detail.png
Scale bar: 10 µm. Window x 48 to 78, y 48 to 78 µm. Cells in gray, sequential cells in the stronger gray; small squares are vias.
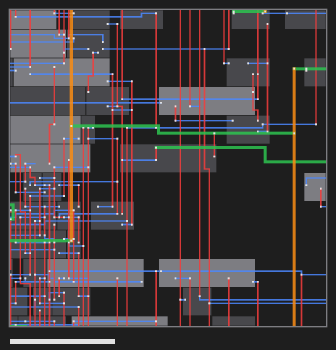
clocks.png
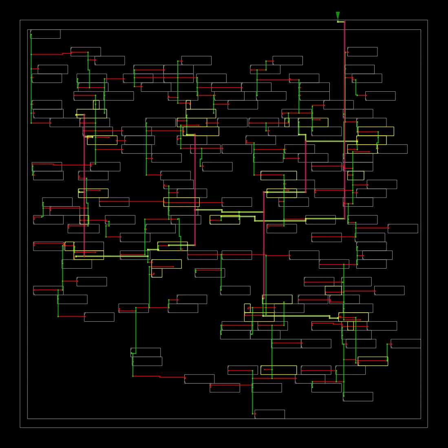
layer_met1.png
Supply wires on this layer in gray.
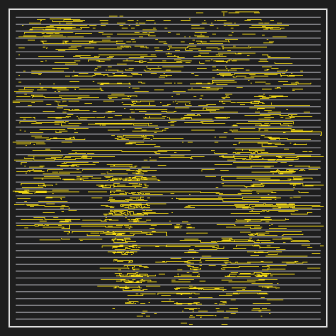
wires.png
Two of the layers only.
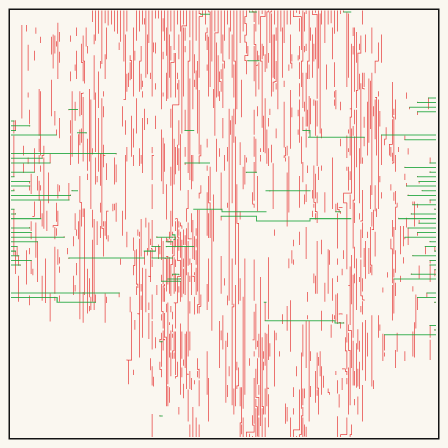
layer_met4.png
Supply wires on this layer in gray.
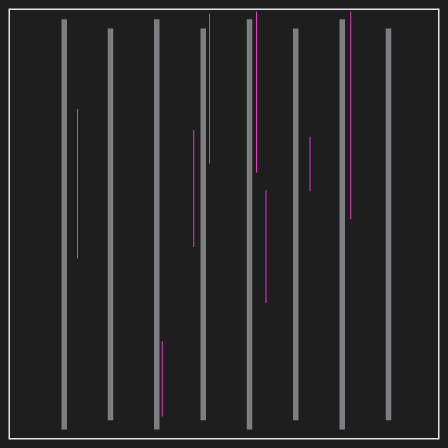
### config.mk
export PLATFORM = sky130hd
export DESIGN_NAME = ifu_fetch
export DESIGN_NICKNAME = d
export VERILOG_FILES = /design/src/rtl/ifu_fetch.sv
export SDC_FILE = /design/constraint.sdc
export NUM_CORES = 1
export LEC_CHECK = 0
export CAP_MARGIN = 0
export CORE_MARGIN = 2
export CORE_UTILIZATION = 40
export DETAILED_ROUTE_END_ITERATION = 6
export PLACE_DENSITY = 0.72
export SLEW_MARGIN = 15
export SYNTH_ARGS = -nofsm -noshare
export SYNTH_HDL_FRONTEND = slang
export SYNTH_SLANG_ARGS = --single-unit
### constraint.sdc
create_clock -name clk -period 2.1 [get_ports clk]
set_input_delay 0.42 -clock clk [delete_from_list [all_inputs] [get_ports clk]]
set_output_delay 0.42 -clock clk [all_outputs]
set_load 0.03 [all_outputs]
### src/rtl/ifu_fetch.sv
// Instruction fetch unit: issues one fetch at a time at the current PC,
// presents {inst, pc} to the decode stage and waits for the next PC from
// write-back before fetching again.
module ifu_fetch #(
   parameter logic [31:0] RESET_PC       = 32'h8000_0000,
   parameter int          TIMEOUT_CYCLES = 255
) (
   input  logic        clk,
   input  logic        rst,              // asynchronous, active-low
   output logic        imem_req_valid,
   output logic [31:0] imem_req_addr,
   input  logic        imem_req_ready,
   input  logic        imem_resp_valid,
   input  logic [31:0] imem_resp_data,
   output logic        ifu_valid,
   output logic [63:0] ifu_data,
   input  logic        idu_ready,
   input  logic        wbu_valid,
   input  logic [31:0] wbu_npc,
   output logic        fetch_err
);

   localparam int            TW         = $clog2(TIMEOUT_CYCLES + 1);
   localparam logic [TW-1:0] TIMER_LAST = TW'(TIMEOUT_CYCLES - 1);

   typedef enum logic [2:0] {
      S_BOOT,
      S_REQ,
      S_WAIT_RESP,
      S_HOLD,
      S_WAIT_NPC,
      S_ERR
   } state_e;

   state_e          state_q, state_d;
   logic [31:0]     pc_q, pc_d;
   logic [63:0]     data_q, data_d;
   logic [31:0]     npc_q, npc_d;
   logic            pend_q, pend_d;
   logic [TW-1:0]   timer_q, timer_d;
   logic            err_q, err_d;

   // State register; reset abandons any outstanding request or response.
   always_ff @(posedge clk or negedge rst) begin
      if (!rst) begin
         state_q <= S_BOOT;
         pc_q    <= RESET_PC;
         data_q  <= '0;
         npc_q   <= '0;
         pend_q  <= 1'b0;
         timer_q <= '0;
         err_q   <= 1'b0;
      end else begin
         state_q <= state_d;
         pc_q    <= pc_d;
         data_q  <= data_d;
         npc_q   <= npc_d;
         pend_q  <= pend_d;
         timer_q <= timer_d;
         err_q   <= err_d;
      end
   end

   // Next-state logic: fetch sequencing, timeout and early next-PC capture.
   always_comb begin
      state_d = state_q;
      pc_d    = pc_q;
      data_d  = data_q;
      npc_d   = npc_q;
      pend_d  = pend_q;
      timer_d = timer_q;
      err_d   = err_q;

      // A next PC arriving before we are waiting for it is parked; a second
      // one before consumption simply overwrites the first.
      if (wbu_valid && (state_q != S_WAIT_NPC) && (state_q != S_ERR)) begin
         npc_d  = wbu_npc;
         pend_d = 1'b1;
      end

      case (state_q)
         S_BOOT: begin
            state_d = S_REQ;
         end
         S_REQ: begin
            if (imem_req_ready) begin
               state_d = S_WAIT_RESP;
               timer_d = '0;
            end
         end
         S_WAIT_RESP: begin
            // A response on the last allowed cycle beats the timeout.
            if (imem_resp_valid) begin
               data_d  = {imem_resp_data, pc_q};
               state_d = S_HOLD;
            end else if (timer_q == TIMER_LAST) begin
               err_d   = 1'b1;
               state_d = S_ERR;
            end else begin
               timer_d = timer_q + TW'(1);
            end
         end
         S_HOLD: begin
            if (idu_ready) begin
               if (wbu_valid) begin
                  pc_d    = wbu_npc;
                  pend_d  = 1'b0;
                  state_d = S_REQ;
               end else if (pend_q) begin
                  pc_d    = npc_q;
                  pend_d  = 1'b0;
                  state_d = S_REQ;
               end else begin
                  state_d = S_WAIT_NPC;
               end
            end
         end
         S_WAIT_NPC: begin
            if (wbu_valid) begin
               pc_d    = wbu_npc;
               state_d = S_REQ;
            end
         end
         S_ERR: begin
            state_d = S_ERR;
         end
         default: begin
            state_d = S_ERR;
         end
      endcase
   end

   // Outputs are pure decodes of registered state.
   assign imem_req_valid = (state_q == S_REQ);
   assign imem_req_addr  = pc_q;
   assign ifu_valid      = (state_q == S_HOLD);
   assign ifu_data       = data_q;
   assign fetch_err      = err_q;

endmodule

==> impl_metrics.ini <==
; generated from flow reports
[hold_path]
hold_start = fetch_err
min_path_type = flop to flop

[worst_setup_path]
crit_slowest_cell = clkdlybuf4s50_1
cp_cell_sequence = clkdlybuf4s50_1
cp-start-kind = flop
crit_end = imem_req_addr[31]
r2r_start = state_q[1]
reg2reg_depth = 4
critical_path.endpoint_type = output port
worstSetupPathType = flop to output port
cp_top_family = buffers and inverters
cp.depth = 1
r2r-end = ifu_data[9]
r2r_setup_slack_ns = 0.20

[pwr]
p_comb_mw = 2.90
sequentialPowerShare = 0.384
powerDensity_nw_per_um2 = 1163
internal-power_mw = 7.088
swShare = 0.2917
power_leakage_nw = 3.828
combPwrFrac = 0.289

[synth]
yosys.area.top_type = dfrtp_1
ys_ff = 141
syn-mean-instance-area_um2 = 15.11
yosysWarnings = 0
ys_seq_share = 0.5991
edf_count = 0
synth_cell_types = 40
top_cells_by_area = dfrtp_1 (59%), mux2_2 (25%), mux2_1 (5.7%)
yosys.area_share.aoi = 0.02124
ys_sh_adder = 0.004247
ys_cells = 390
top_cell = dfrtp_1
synth_nets = 462
synth-simple-area-share = 0.04014
ff_type = dfrtp_1
top_area_frac = 0.5946
synth_async_sr_flop_share = 1.000
syn_area_um2 = 5892

[layout]
mi_logic_area_um2 = 2238
diodes = 0
syn_to_final_growth_pct = 46.00
clockBufferCount = 21
lay_top_count = clkdlybuf4s50_1
layout.area.seq_um2 = 3530
fin_nets = 654
n_all_buffers = 192
fin_cells = 779
buffer_area_frac = 0.2250
fill_cells = 1140

[timing]
timing.final.crit_share = 0.9733
timing_hold_violations_final = 0
rsz0062_at_grt = false
worst_pin_slew_ns = 0.5407
skew_ns = 0.005661
fin_setup_tns_ns = 0
slew_viol_final = 0
setup_ws_ns = 0.05612
whs_ns = 0.4652

[run_status]
outcome = complete, no violations

[detailed_routing]
wl_per_cell_um = 17.35
wl_met2_um = 6856
viasPerCell = 5.018
drtAntennaViolNets = 0
route.detailed.drc = 0
drt-met1-wl_um = 5706
top_layer_used = met4

[run]
maxCapViolations = 0
warning_count = 27

[placement]
gp_congestion = 0.7740
hpwl_um = 9434
port_buffers = 168
dp_cells = 746

[clock_tree]
cts-htree-levels = 4
ctsHoldBuffers = 1
cts.path.max_buffers = 2
post_cts_resized = 2
cts_setup_buffers = 0
numCtsBuffers = 17
clock-sinks = 141
root_buffer = clkbuf_16

[grt]
grt-busiest-layer = met2
use_met3 = 0.04792
grt_use_met2 = 0.3040
grt_overflow = 0
grt_antenna_before_repair = 0
first_global_vias = 4239

[die]
pin_count = 169
nWellTaps = 184
die_h_um = 125.4
## Picture notes: detail.png
orange -> metal 4
red -> metal 2
green -> metal 3
blue -> metal 1
netlist names of flops here include = `npc_q` (3), `timer_q` (3)
cells with their middle in the window = 29
most frequent = dfrtp_1 (7), mux2_2 (4), nand2_1 (3)
sequential cells in the window = 7

## Picture notes: clocks.png
flop count: 141
Worst-Skew Late Latency: 0.41 ns

## Picture notes: layer_met1.png
main direction = horizontal
wire length on this layer = 5,710 µm
nets with wire on the layer = 571
met1 Track Usage GR: 0.2219
Routed Wire Length: 13,510 µm
via count: 3,909

## Picture notes: wires.png
red -> metal 2  # wire length 6,860 µm
green -> metal 3  # wire length 651 µm

## Picture notes: layer_met4.png
nets with wire on the layer = 5
main direction = vertical
longest straight run = 60.5 µm
wire length on this layer = 299 µm

